`config.mk`:
```
export PLATFORM = sky130hd
export DESIGN_NAME = alu_iter
export DESIGN_NICKNAME = d
export VERILOG_FILES = /design/src/rtl/alu_pkg.sv /design/src/rtl/mul_div_iter.sv /design/src/rtl/alu_iter.sv
export SDC_FILE = /design/constraint.sdc
export NUM_CORES = 2
export LEC_CHECK = 0
export ABC_CLOCK_PERIOD_IN_PS = 6100
export CELL_PAD_IN_SITES_DETAIL_PLACEMENT = 0
export CELL_PAD_IN_SITES_GLOBAL_PLACEMENT = 1
export CORE_MARGIN = 2
export CORE_UTILIZATION = 35
export CTS_CLUSTER_SIZE = 8
export DETAILED_ROUTE_END_ITERATION = 6
export PLACE_DENSITY_LB_ADDON = 0.1
export SLEW_MARGIN = 10
export SYNTH_ARGS = -nofsm -noshare
export SYNTH_HDL_FRONTEND = slang
export SYNTH_SLANG_ARGS = --single-unit
```
`constraint.sdc`:
```
create_clock -name clk -period 6.1 [get_ports clk]
set_input_delay 0.915 -clock clk [delete_from_list [all_inputs] [get_ports clk]]
set_output_delay 0.915 -clock clk [all_outputs]
set_load 0.05 [all_outputs]
```
`src/rtl/alu_pkg.sv`:
```
// Shared opcode/state definitions and opcode classification helpers for alu_iter.
package alu_pkg;

   typedef enum logic [4:0] {
      OP_AND    = 5'b00000,
      OP_OR     = 5'b00001,
      OP_ADD    = 5'b00010,
      OP_XOR    = 5'b00011,
      OP_SLL    = 5'b00100,
      OP_SRL    = 5'b00101,
      OP_SUB    = 5'b00110,
      OP_SRA    = 5'b00111,
      OP_EQ     = 5'b01000,
      OP_SLT    = 5'b01100,
      OP_SLTU   = 5'b01101,
      OP_MUL    = 5'b10000,
      OP_MULH   = 5'b10001,
      OP_MULHSU = 5'b10010,
      OP_MULHU  = 5'b10011,
      OP_DIV    = 5'b10100,
      OP_DIVU   = 5'b10101,
      OP_REM    = 5'b10110,
      OP_REMU   = 5'b10111
   } alu_op_e;

   typedef enum logic [1:0] {
      ST_IDLE = 2'b00,
      ST_MUL  = 2'b01,
      ST_DIV  = 2'b10,
      ST_DONE = 2'b11
   } alu_state_e;

   // Multiply/divide group occupies 10xxx; 11xxx is undefined (single-cycle, result 0).
   function automatic logic is_multicycle(input logic [4:0] op);
      return op[4:3] == 2'b10;
   endfunction

   function automatic logic is_divide(input logic [4:0] op);
      return (op[4:3] == 2'b10) && op[2];
   endfunction

   function automatic logic is_signed_a(input logic [4:0] op);
      return op inside {OP_MULH, OP_MULHSU, OP_DIV, OP_REM};
   endfunction

   function automatic logic is_signed_b(input logic [4:0] op);
      return op inside {OP_MULH, OP_DIV, OP_REM};
   endfunction

endpackage

```
`src/rtl/mul_div_iter.sv`:
```
// Iterative RV32M engine: shift-add multiply / restoring divide on magnitudes,
// one bit per cycle, followed by one sign / special-case fixup cycle.
module mul_div_iter
   import alu_pkg::*;
#(
   parameter int DATA_WIDTH = 32
) (
   input  logic                  clk,
   input  logic                  reset,
   input  logic                  start,
   input  logic [4:0]            op,
   input  logic [DATA_WIDTH-1:0] a,
   input  logic [DATA_WIDTH-1:0] b,
   output logic                  done,
   output logic [DATA_WIDTH-1:0] result
);

   localparam int W  = DATA_WIDTH;
   localparam int CW = $clog2(W) + 1;
   localparam logic [W-1:0] MOST_NEG = {1'b1, {(W-1){1'b0}}};

   // p holds {acc, multiplier} for multiply and {remainder, quotient} for divide
   logic [2*W-1:0] p;
   logic [2*W-1:0] p_next;
   logic [W-1:0]   m;        // multiplicand magnitude (MUL) or divisor magnitude (DIV)
   logic [W-1:0]   a_orig;
   logic [CW-1:0]  count;
   logic           active;
   logic           div_mode;
   logic           sel_alt;  // high half for MULH*, remainder for REM*
   logic           neg_res;
   logic           neg_rem;
   logic           div0;
   logic           ovf;

   logic           sa, sb;
   logic [W-1:0]   mag_a, mag_b;
   logic [W-1:0]   mul_addend;
   logic [W:0]     mul_sum;
   logic [W+1:0]   div_diff;
   logic [2*W-1:0] prod;
   logic [W-1:0]   q_s, r_s;

   // Operand signs and magnitudes seen at start
   always_comb begin
      sa    = is_signed_a(op) & a[W-1];
      sb    = is_signed_b(op) & b[W-1];
      mag_a = sa ? -a : a;
      mag_b = sb ? -b : b;
   end

   // One multiply or divide step
   always_comb begin
      mul_addend = p[0] ? m : '0;
      mul_sum    = {1'b0, p[2*W-1:W]} + {1'b0, mul_addend};
      div_diff   = {1'b0, p[2*W-1:W], p[W-1]} - {2'b00, m};
      if (div_mode) begin
         if (!div_diff[W+1]) p_next = {div_diff[W-1:0], p[W-2:0], 1'b1};
         else                p_next = {p[2*W-2:0], 1'b0};
      end else begin
         p_next = {mul_sum, p[W-1:1]};
      end
   end

   // Sign fixup and divide special cases applied to the finished magnitudes
   always_comb begin
      prod = neg_res ? -p : p;
      q_s  = neg_res ? -p[W-1:0] : p[W-1:0];
      r_s  = neg_rem ? -p[2*W-1:W] : p[2*W-1:W];
      if (div0) begin
         q_s = '1;
         r_s = a_orig;
      end else if (ovf) begin
         q_s = MOST_NEG;
         r_s = '0;
      end
      if (div_mode) result = sel_alt ? r_s : q_s;
      else          result = sel_alt ? prod[2*W-1:W] : prod[W-1:0];
      done = active && (count == CW'(W));
   end

   // Operand capture, iteration counter and datapath registers
   always_ff @(posedge clk or posedge reset) begin
      if (reset) begin
         p        <= '0;
         m        <= '0;
         a_orig   <= '0;
         count    <= '0;
         active   <= 1'b0;
         div_mode <= 1'b0;
         sel_alt  <= 1'b0;
         neg_res  <= 1'b0;
         neg_rem  <= 1'b0;
         div0     <= 1'b0;
         ovf      <= 1'b0;
      end else if (start) begin
         div_mode <= is_divide(op);
         sel_alt  <= is_divide(op) ? op[1] : (op[1:0] != 2'b00);
         neg_res  <= sa ^ sb;
         neg_rem  <= sa;
         div0     <= (b == '0);
         ovf      <= is_signed_a(op) && (a == MOST_NEG) && (b == '1);
         a_orig   <= a;
         count    <= '0;
         active   <= 1'b1;
         if (is_divide(op)) begin
            p <= {{W{1'b0}}, mag_a};
            m <= mag_b;
         end else begin
            p <= {{W{1'b0}}, mag_b};
            m <= mag_a;
         end
      end else if (active) begin
         if (count == CW'(W)) begin
            active <= 1'b0;
         end else begin
            p     <= p_next;
            count <= count + 1'b1;
         end
      end
   end

endmodule

```
`src/rtl/alu_iter.sv`:
```
// Handshaked RV32I/RV32M ALU: single-cycle ops registered on accept,
// multiply/divide delegated to the iterative engine.
module alu_iter
   import alu_pkg::*;
#(
   parameter int DATA_WIDTH    = 32,
   parameter int OPCODE_LENGTH = 5
) (
   input  logic                     clk,
   input  logic                     reset,
   input  logic                     in_valid,
   output logic                     in_ready,
   input  logic [OPCODE_LENGTH-1:0] Operation,
   input  logic [DATA_WIDTH-1:0]    SrcA,
   input  logic [DATA_WIDTH-1:0]    SrcB,
   output logic                     out_valid,
   input  logic                     out_ready,
   output logic [DATA_WIDTH-1:0]    ALUResult
);

   localparam int SHW = $clog2(DATA_WIDTH);

   alu_state_e            state, state_next;
   logic [4:0]            op;
   logic [SHW-1:0]        shamt;
   logic [DATA_WIDTH-1:0] sc_result;
   logic                  accept;
   logic                  start;
   logic                  eng_done;
   logic [DATA_WIDTH-1:0] eng_result;

   // Single-cycle datapath
   always_comb begin
      op    = 5'(Operation);
      shamt = SrcB[SHW-1:0];
      case (op)
         OP_AND:  sc_result = SrcA & SrcB;
         OP_OR:   sc_result = SrcA | SrcB;
         OP_ADD:  sc_result = SrcA + SrcB;
         OP_XOR:  sc_result = SrcA ^ SrcB;
         OP_SLL:  sc_result = SrcA << shamt;
         OP_SRL:  sc_result = SrcA >> shamt;
         OP_SUB:  sc_result = SrcA - SrcB;
         OP_SRA:  sc_result = DATA_WIDTH'($signed(SrcA) >>> shamt);
         OP_EQ:   sc_result = DATA_WIDTH'(SrcA == SrcB);
         OP_SLT:  sc_result = DATA_WIDTH'($signed(SrcA) < $signed(SrcB));
         OP_SLTU: sc_result = DATA_WIDTH'(SrcA < SrcB);
         default: sc_result = '0;
      endcase
   end

   // Handshake decode and next-state logic
   always_comb begin
      in_ready   = (state == ST_IDLE);
      out_valid  = (state == ST_DONE);
      accept     = in_valid && in_ready;
      start      = accept && is_multicycle(op);
      state_next = state;
      case (state)
         ST_IDLE: begin
            if (accept) begin
               if (!is_multicycle(op)) state_next = ST_DONE;
               else if (is_divide(op)) state_next = ST_DIV;
               else                    state_next = ST_MUL;
            end
         end
         ST_MUL, ST_DIV: if (eng_done) state_next = ST_DONE;
         ST_DONE:        if (out_ready) state_next = ST_IDLE;
         default:        state_next = ST_IDLE;
      endcase
   end

   // State register
   always_ff @(posedge clk or posedge reset) begin
      if (reset) state <= ST_IDLE;
      else       state <= state_next;
   end

   // Result register: loaded on single-cycle accept or on engine completion
   always_ff @(posedge clk or posedge reset) begin
      if (reset) begin
         ALUResult <= '0;
      end else if (accept && !is_multicycle(op)) begin
         ALUResult <= sc_result;
      end else if ((state == ST_MUL || state == ST_DIV) && eng_done) begin
         ALUResult <= eng_result;
      end
   end

   mul_div_iter #(
      .DATA_WIDTH(DATA_WIDTH)
   ) u_mul_div (
      .clk   (clk),
      .reset (reset),
      .start (start),
      .op    (op),
      .a     (SrcA),
      .b     (SrcB),
      .done  (eng_done),
      .result(eng_result)
   );

endmodule

```
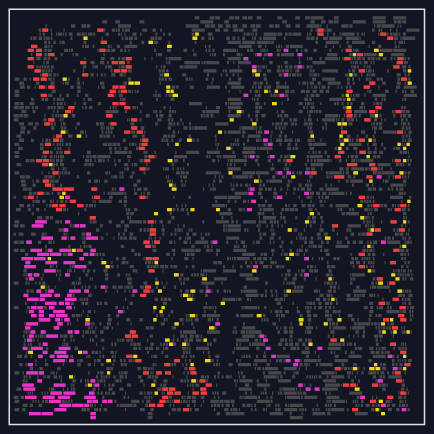
**Above:** selected gate families.
(1.5 px per micron)
yellow -> non-inverting ao/oa cells  # cells 150, where widely spread
magenta -> mux cells  # cells 169
red -> fa/ha/maj cells  # cells 186, where widely spread

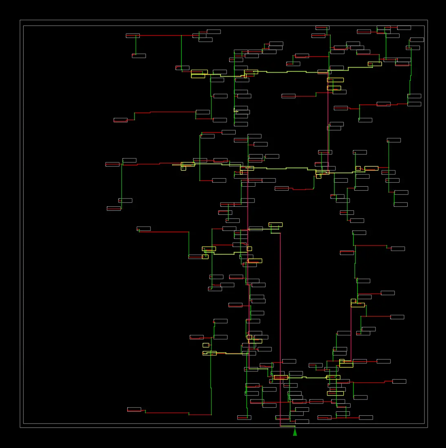
**Above:** clock wiring as the flow saved it.
clock buffers: 19
Setup Skew: 0.02111 ns

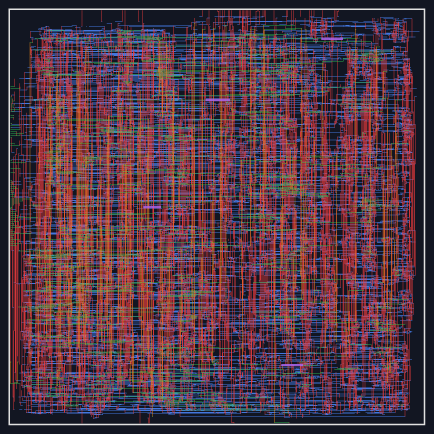
**Above:** metal layers overlaid.
(1.5 px per micron)
purple -> metal 5  # wire length 50.6 microns
blue -> metal 1  # wire length 58.3 mm
green -> metal 3  # wire length 10400 microns
orange -> metal 4  # wire length 11200 microns
red -> metal 2  # wire length 69.9 mm

==> flow_metrics.env <==
# source this file to load flow results
export IMPL_grt_pass1_vias=28280
export IMPL_clockBufferDepth=2
export IMPL_synth_flops=175
export IMPL_grt_busiest_layer="met2"
export IMPL_wl_per_cell_microns=33.10
export IMPL_num_fill_cells=7743
export IMPL_drv_cap=0
export IMPL_die_h_microns=275.9
export IMPL_pwr_group_combinational_w=0.00939
export IMPL_comb_cells=2923
export IMPL_status="complete, no violations"
export IMPL_num_nonclk_inverters=178
export IMPL_cts_root_buf="clkbuf_16"
export IMPL_hold_violations=0
export IMPL_synth_top_area_share_pct=16.93
export IMPL_cts_setup_buffers=0
export IMPL_required_ns=6.49
export IMPL_area_delta_synth_final_pct=11.55
export IMPL_grt_max_degree=115
export IMPL_wl_met2_microns=69910
export IMPL_worst_ir_drop_vdd_mv=0.2976
export IMPL_path_cells="clkdlybuf4s50_1 > inv_1 > ha_1 > fa_1 > nor2_1 > o211ai_1 > a31oi_1 > a21oi_1 > a22oi_1 > a21oi_1 > a221oi_1 > o21ai_0 > a221o_1"
export IMPL_ys_types=96
export IMPL_antenna_found_initial=11
export IMPL_crit_top_cell="a21oi_1"
export IMPL_rsz0062_at_grt="false"
export IMPL_cp_startpoint="SrcA[0]"
export IMPL_dominant_cells="combinational gates"
export IMPL_tightestPinTransition_ns=1.277
export IMPL_holdPathEnd="u_mul_div.m[6]$_DFFE_PP0P_"
export IMPL_setup_tns_ns=0
export IMPL_ant_nets=0
export IMPL_dpl_instance_area_sq_mm=0.02824
export IMPL_warnings=109
export IMPL_gp_congestion=1.063
export IMPL_regArea_sq_mm=0.004384
export IMPL_max_freq_mhz=187.6
export IMPL_r2r_end="u_mul_div.p[32]$_DFFE_PP0P_"
export IMPL_power_density_mw_per_mm2=465.9
export IMPL_worstHoldStart="u_mul_div.m[6]$_DFFE_PP0P_"
export IMPL_ys_chip_area_sq_mm=0.02587
export IMPL_signal_buffers=261
export IMPL_clkTransAtPathRegs_ns=0.08
export IMPL_comb_area_share_pct=68.50
export IMPL_num_tap_cells=959
export IMPL_numCtsBuffers=17
export IMPL_fa_ha_area_share_pct=9.112
export IMPL_finalInstanceArea_sq_mm=0.02886
export IMPL_met2_usage_pct=64.60
export IMPL_seq_power_w=0.00281
export IMPL_ys_sh_simple_pct=20.10
export IMPL_fin_nets=3815
export IMPL_buffer_area_share_pct=7.683
export IMPL_compound_area_share_pct=31.44
export IMPL_clock_net_power_w=0.00124
export IMPL_synth_edff_count=0
export IMPL_core_util_floorplan_pct=35.40
export IMPL_layout_top_cell="nand2_1"
export IMPL_setup_viol=0
export IMPL_path_delay_family="AND-OR/OR-AND gates"
export IMPL_pwr_share_seq_pct=20.9
export IMPL_slew_violations=0
export IMPL_synth_cells=3558
export IMPL_min_period_ns=5.330
export IMPL_ctsResizeCount=0
export IMPL_path_depth=13
export IMPL_wl_met3_microns=10400
export IMPL_grt_overflow=0
export IMPL_drt_total_wl_microns=149900
export IMPL_yosysSeqAreaShare_pct=16.93
export IMPL_pwr_share_comb_pct=69.8
export IMPL_vias=29750
export IMPL_cp_arrival_ns=5.71
export IMPL_cts_tree="built"
export IMPL_fin_cells=4529
export IMPL_sw_frac_of_total_pct=56.41
export IMPL_reg2reg_setup_slack_ns=1.31
export IMPL_flops=175
export IMPL_p_sw_w=0.007583
export IMPL_top_layer="met5"
export IMPL_slowest_stage="a31oi_1"
export IMPL_pre_cts_ws_ns=0.5131
export IMPL_hold_path_class="reg2reg"
export IMPL_clk_insertion_delay_late_ns=0.51
export IMPL_synth_warning_count=0
export IMPL_whs_path_depth=2
export IMPL_syn_area_sq_mm=0.02587
export IMPL_place_inst=4496
export IMPL_critical_path_max_stage_delay_ns=0.79
export IMPL_ys_cells=3558
export IMPL_io_buffers=106
export IMPL_crit_path_end_kind="flop"
export IMPL_worst_slack_ns=0.7704
export IMPL_ff2ff_path_depth=12
-- flip-flops by register name (all words and copies together), names as in the netlist --
name,cells
u_mul_div.ovf,1
u_mul_div.p,64
u_mul_div.neg_rem,1
u_mul_div.div0,1
ALUResult,32
u_mul_div.count,6
state,2
u_mul_div.neg_res,1
u_mul_div.m,32
u_mul_div.a_orig,32
u_mul_div.div_mode,1
u_mul_div.sel_alt,1
u_mul_div.active,1
-- cell usage after synthesis (37+ instances only) --
library cell,count
a31oi_1,58
a21oi_1,253
o211ai_1,94
clkbuf_1,235
xnor2_1,144
nor3_1,80
nand3_1,64
inv_1,171
dfrtp_1,175
mux4_2,46
o21ai_0,363
a211oi_1,56
nor4_1,37
mux2i_1,93
xor2_1,52
nor2_1,336
nand4_1,39
o31ai_1,46
ha_1,182
nand2_1,373
